### Clock wires, drivers and flops, run 1

The bar under the picture is 20 um long.
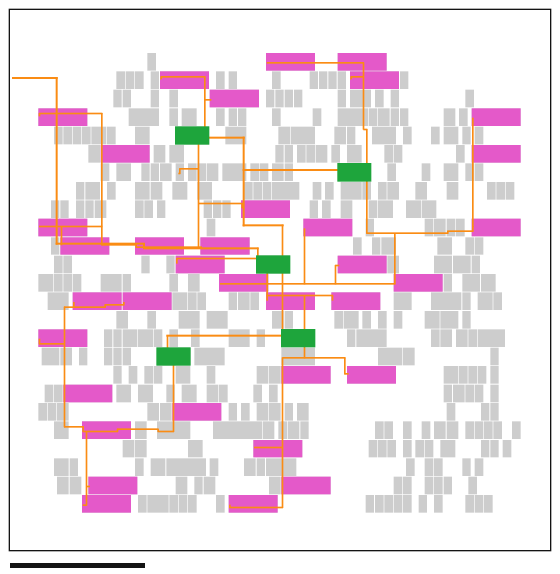
### Signal wires by layer, run 1

The bar under the picture is 20 um long.
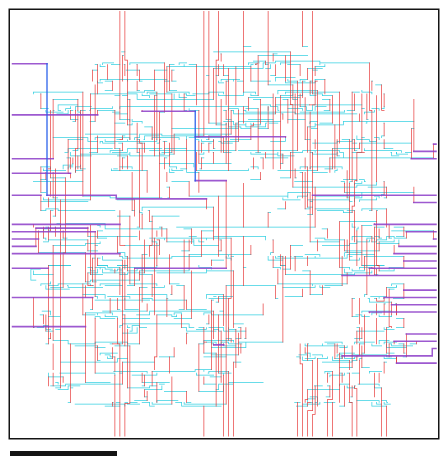
### Where the registers sit, run 1

Other sequential cells in the stronger grey, the rest of the logic in the fainter grey.
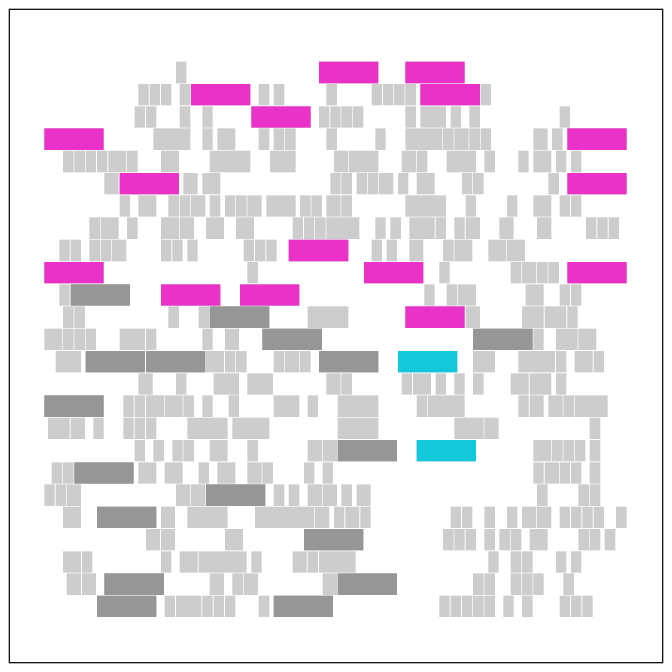
<file path="src/rtl/pipeline_hazard_ctrl_pkg.sv">
// Shared types and constants for the pipeline hazard controller.
package pipeline_hazard_ctrl_pkg;

    // Sequencer states: normal issue, or inside a multi-cycle load-use stall.
    typedef enum logic {
        ST_RUN      = 1'b0,
        ST_LU_STALL = 1'b1
    } state_t;

    // The five pipeline control strobes, grouped so each resolution
    // can be written as one constant.
    typedef struct packed {
        logic pc_load;
        logic if_id_load;
        logic if_flush;
        logic id_ex_bubble;
        logic ex_hold;
    } ctrl_t;

    localparam ctrl_t CTRL_RESET      = '{pc_load: 1'b0, if_id_load: 1'b0, if_flush: 1'b1, id_ex_bubble: 1'b1, ex_hold: 1'b0};
    localparam ctrl_t CTRL_FREEZE     = '{pc_load: 1'b0, if_id_load: 1'b0, if_flush: 1'b0, id_ex_bubble: 1'b0, ex_hold: 1'b1};
    localparam ctrl_t CTRL_BRANCH     = '{pc_load: 1'b1, if_id_load: 1'b1, if_flush: 1'b1, id_ex_bubble: 1'b1, ex_hold: 1'b0};
    localparam ctrl_t CTRL_BUBBLE     = '{pc_load: 1'b0, if_id_load: 1'b0, if_flush: 1'b0, id_ex_bubble: 1'b1, ex_hold: 1'b0};
    localparam ctrl_t CTRL_FETCH_WAIT = '{pc_load: 1'b0, if_id_load: 1'b1, if_flush: 1'b1, id_ex_bubble: 1'b0, ex_hold: 1'b0};
    localparam ctrl_t CTRL_RUN        = '{pc_load: 1'b1, if_id_load: 1'b1, if_flush: 1'b0, id_ex_bubble: 1'b0, ex_hold: 1'b0};

    // Instruction word that a flushed IF/ID register stands for (addi x0,x0,0).
    localparam logic [31:0] NOP_WORD = 32'h0000_0013;

endpackage

</file>
<file path="src/rtl/pipeline_hazard_ctrl_load_use_detector.sv">
// Load-use comparator: flags an ID instruction that reads the register a
// load in EX is about to write. Purely combinational so the forwarding
// unit can share it.
module load_use_detector (
    input  logic       ex_mem_read,
    input  logic [4:0] ex_rd,
    input  logic [4:0] id_rs1,
    input  logic [4:0] id_rs2,
    input  logic       id_uses_rs1,
    input  logic       id_uses_rs2,
    output logic       hazard
);

    // x0 is hard-wired to zero, so a load "into" it never creates a dependency.
    assign hazard = ex_mem_read && (ex_rd != 5'd0) &&
                    ((id_uses_rs1 && (id_rs1 == ex_rd)) ||
                     (id_uses_rs2 && (id_rs2 == ex_rd)));

endmodule

</file>
<file path="src/rtl/pipeline_hazard_ctrl.sv">
// Stall/flush sequencer for the 5-stage pipeline. Control outputs are
// combinational (Mealy) from the current state and this cycle's inputs;
// state and statistics advance on the rising clock edge.
module pipeline_hazard_ctrl #(
    parameter int LOAD_USE_STALL = 1,
    parameter int CNT_W          = 16
) (
    input  logic             clock,
    input  logic             reset,
    input  logic [4:0]       id_rs1,
    input  logic [4:0]       id_rs2,
    input  logic             id_uses_rs1,
    input  logic             id_uses_rs2,
    input  logic             ex_mem_read,
    input  logic [4:0]       ex_rd,
    input  logic             ex_branch_taken,
    input  logic             imem_ready,
    input  logic             dmem_busy,
    output logic             pc_load,
    output logic             if_id_load,
    output logic             if_flush,
    output logic             id_ex_bubble,
    output logic             ex_hold,
    output logic [CNT_W-1:0] stall_cycles,
    output logic [CNT_W-1:0] flush_events
);
    import pipeline_hazard_ctrl_pkg::*;

    // Cycles still to stall after the hazard cycle itself.
    localparam logic [1:0] LU_RELOAD = 2'(LOAD_USE_STALL - 1);
    localparam bit         LU_MULTI  = (LOAD_USE_STALL > 1);

    state_t           state_reg, state_next;
    logic [1:0]       lu_cnt_reg, lu_cnt_next;
    logic [CNT_W-1:0] stall_cycles_reg, flush_events_reg;
    ctrl_t            ctrl;
    logic             flush_inc;
    logic             hazard;

    load_use_detector u_load_use_detector (
        .ex_mem_read (ex_mem_read),
        .ex_rd       (ex_rd),
        .id_rs1      (id_rs1),
        .id_rs2      (id_rs2),
        .id_uses_rs1 (id_uses_rs1),
        .id_uses_rs2 (id_uses_rs2),
        .hazard      (hazard)
    );

    // Fixed-priority resolution of this cycle's events into control strobes and next state.
    always_comb begin
        ctrl        = CTRL_RUN;
        state_next  = state_reg;
        lu_cnt_next = lu_cnt_reg;
        flush_inc   = 1'b0;
        if (reset) begin
            ctrl        = CTRL_RESET;
            state_next  = ST_RUN;
            lu_cnt_next = 2'd0;
        end else if (dmem_busy) begin
            // Whole pipeline freezes; a pending stall or redirect resumes afterwards.
            ctrl = CTRL_FREEZE;
        end else if (ex_branch_taken) begin
            // Redirect wins over any stall: the stalled ID instruction is squashed anyway.
            ctrl        = CTRL_BRANCH;
            state_next  = ST_RUN;
            lu_cnt_next = 2'd0;
            flush_inc   = 1'b1;
        end else if (state_reg == ST_LU_STALL) begin
            ctrl        = CTRL_BUBBLE;
            lu_cnt_next = lu_cnt_reg - 2'd1;
            if (lu_cnt_reg <= 2'd1) begin
                state_next = ST_RUN;
            end
        end else if (hazard) begin
            ctrl = CTRL_BUBBLE;
            if (LU_MULTI) begin
                state_next  = ST_LU_STALL;
                lu_cnt_next = LU_RELOAD;
            end
        end else if (!imem_ready) begin
            // Fetch wait: PC holds while a nop is pushed into ID.
            ctrl = CTRL_FETCH_WAIT;
        end
    end

    // Sequencer state register.
    always_ff @(posedge clock) begin
        if (reset) begin
            state_reg  <= ST_RUN;
            lu_cnt_reg <= 2'd0;
        end else begin
            state_reg  <= state_next;
            lu_cnt_reg <= lu_cnt_next;
        end
    end

    // Saturating statistics: every non-reset cycle without a PC update, and every redirect.
    always_ff @(posedge clock) begin
        if (reset) begin
            stall_cycles_reg <= '0;
            flush_events_reg <= '0;
        end else begin
            if (!ctrl.pc_load && (stall_cycles_reg != {CNT_W{1'b1}})) begin
                stall_cycles_reg <= stall_cycles_reg + CNT_W'(1);
            end
            if (flush_inc && (flush_events_reg != {CNT_W{1'b1}})) begin
                flush_events_reg <= flush_events_reg + CNT_W'(1);
            end
        end
    end

    assign pc_load      = ctrl.pc_load;
    assign if_id_load   = ctrl.if_id_load;
    assign if_flush     = ctrl.if_flush;
    assign id_ex_bubble = ctrl.id_ex_bubble;
    assign ex_hold      = ctrl.ex_hold;
    assign stall_cycles = stall_cycles_reg;
    assign flush_events = flush_events_reg;

endmodule

</file>
<file path="config.mk">
export PLATFORM = sky130hd
export DESIGN_NAME = pipeline_hazard_ctrl
export DESIGN_NICKNAME = d
export VERILOG_FILES = /design/src/rtl/pipeline_hazard_ctrl_pkg.sv /design/src/rtl/pipeline_hazard_ctrl_load_use_detector.sv /design/src/rtl/pipeline_hazard_ctrl.sv
export SDC_FILE = /design/constraint.sdc
export NUM_CORES = 1
export LEC_CHECK = 0
export ABC_AREA = 1
export CAP_MARGIN = 20
export CORE_MARGIN = 4
export CORE_UTILIZATION = 45
export CTS_BUF_LIST = sky130_fd_sc_hd__clkbuf_8
export DETAILED_ROUTE_END_ITERATION = 8
export DONT_BUFFER_PORTS = 1
export PLACE_DENSITY = 0.59
export SYNTH_ARGS = -nofsm -noshare
export SYNTH_HDL_FRONTEND = slang
export SYNTH_SLANG_ARGS = --single-unit
</file>
<file path="constraint.sdc">
create_clock -name clock -period 3.3 [get_ports clock]
set_input_delay 0.66 -clock clock [delete_from_list [all_inputs] [get_ports clock]]
set_output_delay 0.66 -clock clock [all_outputs]
set_load 0.01 [all_outputs]
</file>
==> summary.txt, run 1 <==
run results: asr flop ratio synth=0%, GPL Wtd Cong=0.7590, Complex Gates by Area=7.297%, largest net degree at the start of global routing=24, Final Cycle Share=71.98%, number of enable flip-flop cells=0, CP max stage cell=or2_2, xor/xnor share=3.027%, Cell variety after synth=35, PD cells=355.7 nW/um2, Post-synth top cells=nand2_1, inv_1, nor2_1, CP Capture Type=output pin, ANT cells=0, top post-synthesis cells by area=dfxtp_1, nand2_1, inv_1, Comb area=1291 um2, status=finished clean, crit path DRT=2640 ps, crit-path max FO=4, Non-Filler Instances=439, drc violations=0, Basic Gates by Area=43.84%, dpl cells=431, antenna viol nets, final=0, H-tree levels=2, Via density=4.856, Syn Inst Count=370, WS Path Type=primary input to output pin, cts repair resizes=0, Mean Syn Cell Area=6.256 um2, slew at the pin closest to its max-slew limit=394.0 ps, Clock Tree Buf Depth=2, GRT Residual Overflow=0, die height=79.72 um, Tmin final=2375 ps, Main logic family=simple AND/OR/NAND/NOR gates, Tool Warnings=26, met1 WL=2.333 mm, Post-Syn Area=2315 um2, io pins=60, vias in the first global route=1896, VDD IR-drop max=208.8 uV, register area share after synthesis=30.27%, Top Layer Used=met4
## Picture notes: 'Clock wires, drivers and flops'
[magenta] flip-flops | count: 35
[green] clock drivers | count: 5
[orange] clock wires | length: 530 um
routed clock nets: 6
part of the power in the clock network: 39.2%
P_clk: 0.000343 W
Setup Skew: 6.826 ps
clk_lat worst skew: 290 ps

## Picture notes: 'Signal wires by layer'
| colour | layer | wire length |
|---|---|---|
| blue | metal 4 | 37.4 um |
| cyan | metal 1 | 2330 um |
| red | metal 2 | 2210 um |
| purple | metal 3 | 417 um |
Avg WL per Cell: 11.39 um
routed wire length: 5.002 mm

## Picture notes: 'Where the registers sit'
| colour | name in the netlist | sequential cells |
|---|---|---|
| magenta | stall_cycles | 16 |
| cyan | lu_cnt_reg | 2 |
not coloured: 17
Seq/total area: 28.51%
final core occ: 50.68%
Flop area: 700.7 um2
reported sequential group power: 0.000449 W

## run 1: metrics by stage
| step | total power (W) | hold WS (ps) | utilization [%] | worst slack, ps | cell area, um2 |
|---|---|---|---|---|---|
| 6_report | 0.0008742 | 435.7 | 50.68 | 924.6 | 2457 |
| 5_1_grt | 0.0009274 | 412.0 | 50.68 | 849.0 | 2457 |
| 4_1_cts | 0.0008906 | 420.5 | 50.68 | 910.2 | 2457 |
| 3_5_place_dp | 0.0005421 | 481.9 | 48.62 | 916.0 | 2357 |
| 3_3_place_gp | 0.0005407 | 472.1 | 48.62 | 924.8 | 2357 |
| 2_1_floorplan | 0.0005310 | 455.0 | - | 1009 | 2315 |
## run 1: layer usage
layer	vias to the layer above	global-route usage, %
li1	1157	-
met1	921	20.23
met2	49	26.38
met3	5	6.546
met4	0	4.124
met5	-	0
## run 1: area by class of cell
type                            instances  area share (%)
Clock buffer                            7           3.921
Clock inverter                          1          0.1527
Inverter                               69           10.54
Multi-Input combinational cell        257           52.55
Sequential cell                        35           28.51
Tap cell                               67           3.411
Timing Repair Buffer                    3          0.9165
## run 1: cell families (layout without fill, tap and decap cells)
kind of cell,count (synthesis),after routing
AND/OR/NAND/NOR,216,216
buffers and inverters,78,80
flip-flops,35,35
AND-OR/OR-AND,30,30
XOR/XNOR,8,8
adder cells (fa/ha/maj),3,3
## run 1: layout by cell type, fill, tap and decap left out
cell,count
xor2_1,6
nor3_4,1
a21boi_0,1
nor4_1,1
ha_1,3
clkinv_1,1
nand4_2,2
o21ai_1,2
dfxtp_1,35
or2_2,1
o21a_1,1
inv_2,5
nor2_1,49
nor3_1,4
nand4_1,19
nor4_2,1
clkbuf_8,7
a21oi_2,1
a211oi_1,1
nand3_2,3
nand2_1,98
o21ai_0,9
a31oi_1,2
nor2_8,1
xnor2_1,2
a21oi_1,12
nand3_1,22
inv_1,64
nor2_4,2
buf_4,3
nand2_2,6
nor2_2,6
o211a_1,1
## run 1: report_power, final
group          switching (W)  internal (W)
combinational      0.0000524     0.0000299
sequential         0.0000167      0.000432
clock               0.000155      0.000188
total               0.000224      0.000650
## run 1: critical path: cells and delay by family
family | cells | cell delay (ps)
buffers and inverters | 2 | 150
AOI/OAI and AO/OA | 2 | 400
and+or+nand+nor | 4 | 510
## run 1: worst paths after layout
| check | startpoint | endpoint | slack (ps) | depth (start not counted) |
|---|---|---|---|---|
| max | ex_rd[2] | if_flush | 920 | 8 |
| min | reset | state_reg$_SDFFE_PP0N_ | 440 | 1 |
| max reg2reg | flush_events[0]$_SDFFE_PP0P_ | flush_events[14]$_SDFFE_PP0P_ | 1350 | 11 |
| min reg2reg | lu_cnt_reg[1]$_SDFFE_PP0P_ | lu_cnt_reg[1]$_SDFFE_PP0P_ | 490 | 2 |
### Congestion heat map, run 1

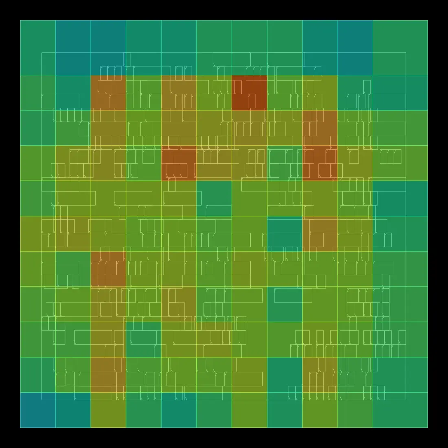

## Run 2: what changed since run 1
==> constraint.sdc (replaced) <==
create_clock -name clock -period 2.4 [get_ports clock]
set_input_delay 0.48 -clock clock [delete_from_list [all_inputs] [get_ports clock]]
set_output_delay 0.48 -clock clock [all_outputs]
set_load 0.01 [all_outputs]
### Congestion heat map, run 2

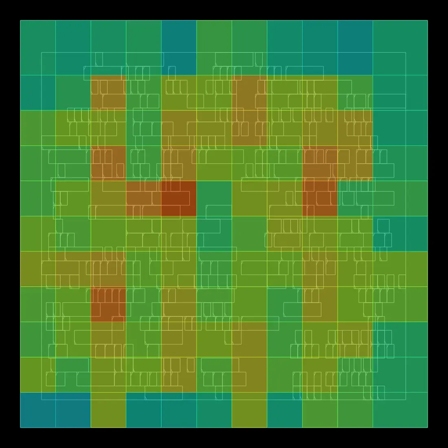
final core occ: 50.89%
total track usage: 16.96%
gr busiest metal: met2
GR Util met2: 25.79%
met3 Usage GRT: 5.418%

### Clock wires, drivers and flops, run 2

The bar under the picture is 20 um long.
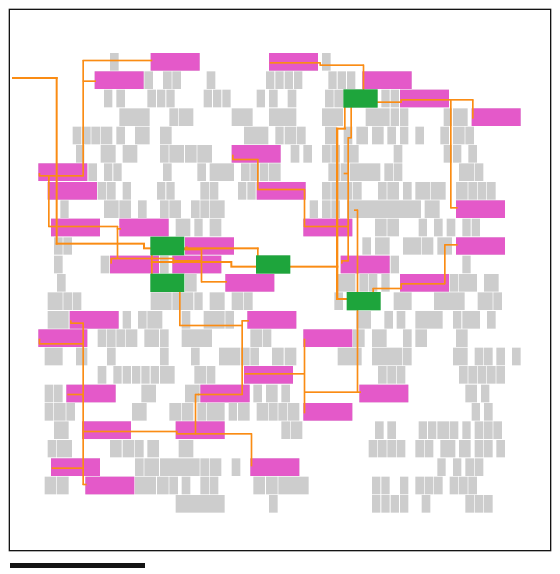
part of the power in the clock network: 40.9%
P_clk: 0.000506 W
Setup Skew: 8.951 ps
clk_lat worst skew: 280 ps

==> run 2 against run 1 <==
  * Sequential power is 38% higher
  * Critical path type unchanged
  * Final area increased by 0.41%
  * Sequential share of layout area shrank 0.12 points
==> summary.txt, run 2 <==
run results: status=finished clean, Syn Inst Count=370, register area share after synthesis=30.27%, worst r2r dst=flush_events[14]$_SDFFE_PP0P_, Comb area=1291 um2, drc violations=0, crit path DRT=1920 ps, most frequent logic cell in the layout=nand2_1, VDD IR-drop max=348.3 uV, number of enable flip-flop cells=0, CP arrival=1560 ps, PD cells=502.0 nW/um2, Iteration-0 DRC Markers=64, ANT cells=0, top post-synthesis cells by area=dfxtp_1, nand2_1, inv_1, asr flop ratio synth=0%, vias in the first global route=1948, largest net degree at the start of global routing=24, worst reg-to-reg path cell count=11, Tmin final=2040 ps, xor/xnor share=3.027%, Tool Warnings=26, Avg WL per Cell=11.22 um, WS Path Type=primary input to output pin, slew at the pin closest to its max-slew limit=421.0 ps, Cell variety after synth=35, routed wire length=4.926 mm, crit-path max FO=4, met1 usage=22.96%, Final Cycle Share=84.99%, cts repair resizes=0, Post-synth top cells=nand2_1, inv_1, nor2_1, hold wc startpoint=reset, Non-Filler Instances=439, worst reg2reg setup slack=450 ps, hold path endpoint=flush_events[11]$_SDFFE_PP0P_, Basic Gates by Area=43.84%, Complex Gates by Area=7.297%, GPL Wtd Cong=0.7571, Clock Tree Buf Depth=2, Post-Syn Area=2315 um2, Nets=398, Via density=4.923, hold path cells=1, CP Capture Type=output pin, antenna viol nets, final=0, Mean Syn Cell Area=6.256 um2, first drt pass iteration count=4, io pins=60, dpl cells=432
### I/O pins on the die edge, run 2

Pins as bars across the die edge, other pins in grey.
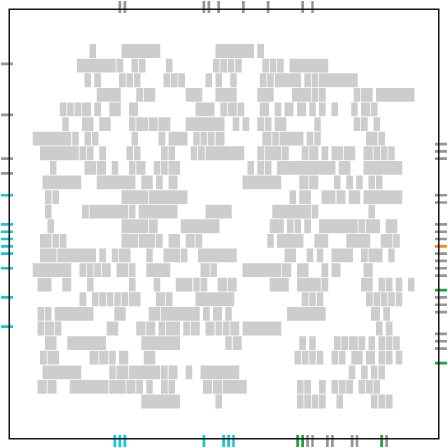
| colour | port | pins | direction | edge |
|---|---|---|---|---|
| green | id_rs2 | 5 | input | 3 bottom, 2 right |
| orange | reset | 1 | input | right |
| cyan | flush_events | 16 | output | 9 left, 7 bottom |
Die Width: 79.72 um
die height: 79.72 um
PortBufs: 0

==> run 2: cell type report <==
class / instances / share of cell area [%]
multi-input combinational: 257 / 52.33
sequential: 35 / 28.40
timing repair buffer: 4 / 1.217
inverter: 69 / 10.50
clock inverter: 2 / 1.369
clock buffer: 5 / 2.789
tap: 67 / 3.398
==> run 2: per-layer routing <==
layer / routed length (um) / vias up
li1: - / 1163
met1: 2347 / 938
met3: 409 / 5
met4: 49 / 0
met5: 0 / -
met2: 2119 / 55
==> run 2: worst max path at each step <==
stage / startpoint / to / slack [ps] / cells after the start
6_report: ex_rd[2] / if_flush / 360 / 8
2_1_floorplan: ex_rd[2] / if_flush / 470 / 8
3_5_place_dp: ex_rd[2] / if_flush / 350 / 8
3_3_place_gp: ex_rd[2] / if_flush / 380 / 8
5_1_grt: flush_events[0]$_SDFFE_PP0P_ / flush_events[14]$_SDFFE_PP0P_ / 210 / 11
4_1_cts: ex_rd[2] / if_flush / 350 / 8
==> run 2: cell families (layout without fill, tap and decap cells) <==
group | count (synthesis) | count (layout)
xor gates and xnor gates | 8 | 8
and+or+nand+nor | 216 | 216
adders and majority gates | 3 | 3
buffers and inverters | 78 | 80
DFF | 35 | 35
AOI/OAI and AO/OA | 30 | 30
==> run 2: worst max-delay path: stages <==
cell and delay (ps):
inv_1 90, nand4_1 110, o21ai_0 150, inv_1 70, nand2_2 80, nand2_1 60
or2_2 270, a31oi_1 250
==> run 2: power breakdown <==
part | internal (W) | total [W] | switching, W
clock | 0.000300 | 0.000506 | 0.000206
combinational | 0.0000411 | 0.000115 | 0.0000735
sequential | 0.000595 | 0.000618 | 0.0000230
total | 0.000936 | 0.00124 | 0.000303
==> run 2: through the flow <==
stage / cell area, um2 / worst slack [ps] / hold slack (ps)
floorplan: 2315 / 468.8 / 455.0
global placement: 2365 / 384.6 / 470.7
detailed placement: 2365 / 354.6 / 475.8
CTS: 2467 / 352.7 / 248.1
global route: 2467 / 208.2 / 242.2
finish: 2467 / 360.3 / 259.1
Power is estimated from default activity; no workload was simulated.
